## config.mk

```make
export PLATFORM = sky130hd
export DESIGN_NAME = echo_measure_sequencer
export DESIGN_NICKNAME = d
export VERILOG_FILES = /design/src/rtl/echo_measure_sequencer.sv
export SDC_FILE = /design/constraint.sdc
export NUM_CORES = 1
export LEC_CHECK = 0
export CAP_MARGIN = 25
export CORE_ASPECT_RATIO = 0.9
export CORE_MARGIN = 1.5
export CORE_UTILIZATION = 30
export CTS_BUF_LIST = sky130_fd_sc_hd__clkbuf_8
export DETAILED_ROUTE_END_ITERATION = 16
export GPL_ROUTABILITY_DRIVEN = 0
export GPL_TIMING_DRIVEN = 0
export PLACE_DENSITY = 0.52
export SKIP_LAST_GASP = 1
export SYNTH_ARGS = -nofsm -noshare
export SYNTH_HDL_FRONTEND = slang
export SYNTH_SLANG_ARGS = --single-unit
```

## constraint.sdc

```tcl
create_clock -name clk_50M -period 3.1 [get_ports clk_50M]
set_clock_uncertainty 0.05 [all_clocks]
set_input_delay 0.62 -clock clk_50M [delete_from_list [all_inputs] [get_ports clk_50M]]
set_output_delay 0.62 -clock clk_50M [all_outputs]
set_load 0.02 [all_outputs]
```

## src/rtl/echo_measure_sequencer.sv

```systemverilog
// Multi-shot ultrasound measurement sequencer: relay settle, launch, blanking,
// AD start and correlator wait, repeated 2^AVG_LOG2 times, then one averaged report.
module echo_measure_sequencer #(
    parameter int SETTLE_CYC  = 50000,
    parameter int BLANK_CYC   = 500,
    parameter int TIMEOUT_CYC = 2500000,
    parameter int GAP_CYC     = 500000,
    parameter int AVG_LOG2    = 2
) (
    input  logic        clk_50M,
    input  logic        rst,
    input  logic        meas_start,
    input  logic        meas_abort,
    input  logic        processing_done,
    input  logic [19:0] echo_tof,
    input  logic [17:0] echo_peak,
    output logic        relay,
    output logic        exc_start,
    output logic        sys_start_pulse,
    output logic        ad_start,
    output logic [19:0] result_tof,
    output logic [17:0] result_peak,
    output logic        result_valid,
    output logic        busy,
    output logic        timeout_err,
    output logic [3:0]  shot_idx
);

    localparam int MAX_SB  = (SETTLE_CYC > BLANK_CYC) ? SETTLE_CYC : BLANK_CYC;
    localparam int MAX_TG  = (TIMEOUT_CYC > GAP_CYC) ? TIMEOUT_CYC : GAP_CYC;
    localparam int MAX_CYC = (MAX_SB > MAX_TG) ? MAX_SB : MAX_TG;
    localparam int CNT_W   = $clog2(MAX_CYC + 1) + 1;
    // Exact width of the sum of 2^AVG_LOG2 twenty-bit samples, so it never overflows
    localparam int ACC_W   = 20 + AVG_LOG2;

    localparam logic [CNT_W-1:0] SETTLE_LAST  = CNT_W'(SETTLE_CYC - 1);
    localparam logic [CNT_W-1:0] BLANK_LAST   = CNT_W'(BLANK_CYC - 1);
    localparam logic [CNT_W-1:0] TIMEOUT_LAST = CNT_W'(TIMEOUT_CYC - 1);
    localparam logic [CNT_W-1:0] GAP_LAST     = CNT_W'(GAP_CYC - 1);
    localparam logic [3:0]       LAST_SHOT    = 4'((1 << AVG_LOG2) - 1);

    localparam logic [2:0] S_IDLE    = 3'd0;
    localparam logic [2:0] S_SETTLE  = 3'd1;
    localparam logic [2:0] S_FIRE    = 3'd2;
    localparam logic [2:0] S_BLANK   = 3'd3;
    localparam logic [2:0] S_CAPTURE = 3'd4;
    localparam logic [2:0] S_WAIT    = 3'd5;
    localparam logic [2:0] S_GAP     = 3'd6;
    localparam logic [2:0] S_REPORT  = 3'd7;

    logic [2:0]       state;
    logic [2:0]       state_nxt;
    logic [CNT_W-1:0] cnt;
    logic [ACC_W-1:0] acc;
    logic [17:0]      peak_max;
    logic             abort;
    logic             accept;
    logic             tmo;

    assign abort = meas_abort && (state != S_IDLE);

    // Abort overrides both an arriving result and a timeout
    always_comb begin
        state_nxt = state;
        accept    = 1'b0;
        tmo       = 1'b0;
        if (abort) begin
            state_nxt = S_IDLE;
        end else begin
            case (state)
                S_IDLE:    if (meas_start) state_nxt = S_SETTLE;
                S_SETTLE:  if (cnt == SETTLE_LAST) state_nxt = S_FIRE;
                S_FIRE:    state_nxt = S_BLANK;
                S_BLANK:   if (cnt == BLANK_LAST) state_nxt = S_CAPTURE;
                S_CAPTURE: state_nxt = S_WAIT;
                S_WAIT: begin
                    if (processing_done) begin
                        accept    = 1'b1;
                        state_nxt = (shot_idx == LAST_SHOT) ? S_REPORT : S_GAP;
                    end else if (cnt >= TIMEOUT_LAST) begin
                        tmo       = 1'b1;
                        state_nxt = S_IDLE;
                    end
                end
                S_GAP:     if (cnt == GAP_LAST) state_nxt = S_FIRE;
                S_REPORT:  state_nxt = S_IDLE;
                default:   state_nxt = S_IDLE;
            endcase
        end
    end

    always_ff @(posedge clk_50M) begin
        if (rst) begin
            state        <= S_IDLE;
            cnt          <= '0;
            relay        <= 1'b0;
            timeout_err  <= 1'b0;
            shot_idx     <= 4'd0;
            acc          <= '0;
            peak_max     <= '0;
            result_tof   <= '0;
            result_peak  <= '0;
            result_valid <= 1'b0;
        end else begin
            state        <= state_nxt;
            result_valid <= 1'b0;
            // Timeout is measured from the ad_start cycle, so WAIT_DONE starts at 1
            if (state_nxt != state)
                cnt <= (state_nxt == S_WAIT) ? CNT_W'(1) : '0;
            else if (cnt != {CNT_W{1'b1}})
                cnt <= cnt + CNT_W'(1);

            if (state == S_IDLE && meas_start) begin
                relay       <= 1'b1;
                timeout_err <= 1'b0;
                shot_idx    <= 4'd0;
                acc         <= '0;
                peak_max    <= '0;
            end
            if (accept) begin
                acc <= acc + ACC_W'(echo_tof);
                if (echo_peak > peak_max)
                    peak_max <= echo_peak;
                if (shot_idx != LAST_SHOT)
                    shot_idx <= shot_idx + 4'd1;
            end
            if (tmo) begin
                timeout_err <= 1'b1;
                relay       <= 1'b0;
            end
            if (abort)
                relay <= 1'b0;
            if (state == S_REPORT && !abort) begin
                result_tof   <= acc[AVG_LOG2 +: 20];
                result_peak  <= peak_max;
                result_valid <= 1'b1;
                relay        <= 1'b0;
            end
        end
    end

    assign exc_start       = (state == S_FIRE);
    assign sys_start_pulse = (state == S_FIRE);
    assign ad_start        = (state == S_CAPTURE);
    assign busy            = (state != S_IDLE);

endmodule

```

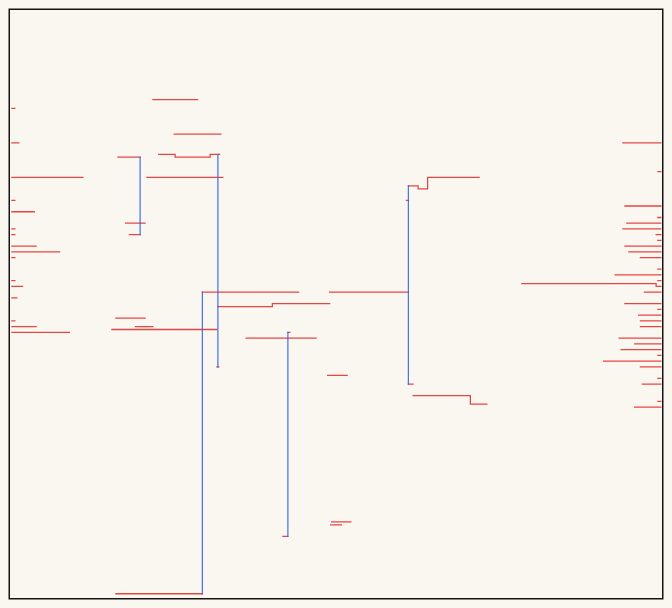
Fig. 1. Routed metal, one colour a layer.
Two of the layers only.
- blue: M4 (wire length 235 um)
- red: M3 (wire length 521 um)

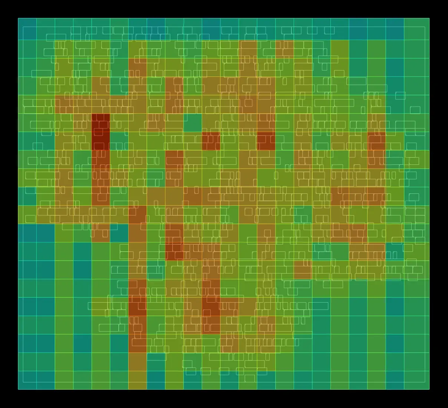
Fig. 2. Track usage over the die.
Layout Utilization: 0.380
met3 usage in global routing: 0.0265
drt wl/cell: 15.4 um

==> changes_impl.md <==
### Implementation results

- Outcome: finished with violations
- Violated checks: negative setup slack
- Count of synthesis-stage warnings from yosys: 0
- Fraction of power spent switching nets: 0.250
- Seq pwr: 1440 uW
- Number of CTS-inserted buffers: 9
- Worst reg2reg setup slack: 230 ps
- Placement row count: 49
- Commonest cells in the netlist: 111 x dfxtp_1, 106 x nand2_1, 63 x a21oi_1
- Syn nets: 827
- Post-synth design cell area: 6190 sq um
- Seq/Total Area, Yosys: 0.359
- Cell depth of the worst flop-to-flop path: 10
- Share of total power in combinational logic: 0.095
- Top cells, area: dfxtp_1 36%, ha_1 8.1%, nand2_1 6.4%
- CP Capture Point: acc[20]
- H-tree depth reported by CTS: 3
- Number of synthesized register bits: 111
- Count of pins on the block boundary: 92
- Final setup margin: -24.7 ps
- Switching Power: 652 uW
- Clock Pin Slew Worst Setup and Hold Paths: 100 ps
- Antenna-violating nets left: 0
- Combinational power: 247 uW
- Share of layout cells above drive strength 1: 0.0743
- Final Routed Wirelength: 17000 um
- Overall Power: 2610 uW
- Startpoint of the most critical hold path: peak_max[4]
- Worst slack after detailed placement: -721 ps
- Post-detailed-placement cell area: 7400 sq um
- Critical path startpoint: echo_tof[0]
- Post-synthesis xor/xnor area fraction: 0.0439
- Number of setup violations in the final report: 1
- Number of pins exceeding their max-slew limit in the final report: 0
- Minimum hold slack: 408 ps
- Count leader, synth: dfxtp_1
- Main kind of combinational logic by area: simple AND/OR/NAND/NOR gates
- Worst Hold Endpoint: result_peak[4]
- R2r endpoint: cnt[5]
- Cell type with the largest total area after synthesis: dfxtp_1
- Wire length on met1: 9060 um
- Clock tree from TritonCTS: yes
- Overall global routing resource usage: 0.157
- Predominant post-synthesis flop cell: dfxtp_1
- Final Hold Viols: 0
- Insertion delay at the late pin of the worst-skew pair: 380 ps
- Global routing usage on met2: 0.237
- Number of instances in the synthesized netlist: 743
- Number of antenna violations at the first check in global routing: 0
- Power density relative to cell area: 341 nW/um^2
- Post-cts hold buffer count: 0
- Uppermost metal layer occupied by signal nets: met4
- Largest net degree at the start of global routing: 18
- Layout Area Growth over Synthesis: 23.6%
- Total die size: 21500 sq um
- Count of cell types in the netlist: 73
- Worst Tran Pin Value: 882 ps
- CTS root buf: clkbuf_8
- Layout Cell Area excl Fill: 7650 sq um
- Met2 Wirelength: 7230 um
- Number of stages on the worst hold path: 2
- First-pass GRT wire length: 26900 um
- DRC violation total after the first TritonRoute iteration: 275
- Worst setup SP type: primary input
- Post-synth tally of flip-flops with integrated enable: 0
- Type of the worst setup path: primary input to flip-flop
- Worst slew margin relative to its limit: 0.410
- Mux area share: 0.0360
- Per-instance average area after synthesis: 8.33 sq um
- Nets: 927
- Internal cell power: 1960 uW
- Shortest clock period the worst path allows after layout: 3120 ps
- Count of cells resized by post-cts repair: 5
- Number of instances in the placed design: 1087
- Via Count: 5436
- Antenna diodes: 0
- Worst R2R Start: cnt[0]
- Post-DR vias/cell: 4.93
- Unrepaired setup endpoints after global routing: yes
- Clock net power: 928 uW
- Number of cell instances after yosys synthesis: 743
- Kind of path behind the tightest hold check: flip-flop to flip-flop
- Group with the largest share of power: registers
- Non-filler cells in the finished layout: 1103
- Final total negative setup slack: -24.7 ps
- Number of violations of the max-capacitance limit: 0
- Data arrival time of the worst path: 3360 ps
- Number of DRC violations after detailed routing: 0
- Most instantiated logic cell after routing: dfxtp_1
- Share of the synthesized area in the top cell type: 0.359
- Static power due to leakage: 0.00268 uW
- Highest ir drop seen on vdd: 0.190 mV
- Met3 Wirelength: 520 um
- Clock network fraction of total power: 0.356
- Number of sinks handled by clock tree synthesis: 111
- Max Clock Freq: 320 MHz
- Stage-log warning count: 28
- Final clock period utilization by the worst path: 1.01
- Core utilization before placement: 0.308
- Compound Share, Synth: 0.166
- Share of synthesized cell area in and, or, nand and nor gates: 0.268
- Detailed placer's ending HPWL: 12700 um
- Async SR Flop Fraction: 0
- Number of global-route vias before repair: 5083
- Post-synthesis adder-cell area fraction: 0.0841
- Relative contribution of sequential cells to total power: 0.550
- Global-route track usage on met1: 0.231
- Number of detailed-route iterations in the first pass: 4
- Crit path DRT: 3330 ps
- Highest net fanout along the worst path: 3
- Kind of end point of the critical path: flip-flop
- Maximum buffer depth of the clock tree: 2
- Post CTS Setup Buffer Count: 0
- Global route hottest layer: met2
- Grt total ovfl: 0
- Standard cell core area: 20100 sq um
- YS chip area: 6190 sq um
- Highest-count cells in the layout ignoring fill and taps: 111 x dfxtp_1, 106 x nand2_1, 89 x clkdlybuf4s50_1
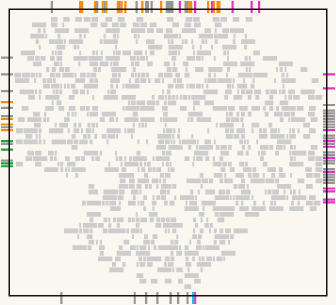
Fig. 3. Pin map.
Pins as bars across the die edge, other pins in grey.
- magenta: result_peak (pins 18; direction output; edge 11 east, 6 north, 1 south)
- orange: result_tof (pins 20; direction output; edge 16 north, 4 west)
- green: shot_idx (pins 4; direction output; edge west)
- cyan: sys_start_pulse (pins 1; direction output; edge south)
Die X-Extent: 154 um
Port-buffer cells: 89
y dimension of the die: 139 um

area by class of cell:
class	count	area, sq um
Tap cell	255	319
Inverter	24	90.1
Clock buffer	11	151
Buffer	40	179
Clock inverter	5	56.3
Fill cell	2092	12500
Sequential cell	111	2220
Timing Repair Buffer	89	891
Multi-Input combinational cell	568	3740
state kept, by name, indices dropped and copies added (netlist names):
signal / flops
acc: 22
cnt: 23
peak_max: 18
relay: 1
result_peak: 18
result_tof: 20
result_valid: 1
shot_idx: 4
state: 3
timeout_err: 1
worst max-delay path, cell delays in order:
cell,delay (ps)
clkdlybuf4s50_1,490
ha_1,190
fa_1,220
a21oi_1,90
nand4b_1,220
a21oi_2,260
o21ai_2,140
o21ai_1,320
a41oi_2,230
a21oi_1,230
mux2_2,340
No activity file was given, so power comes from the tool's default toggle rates.
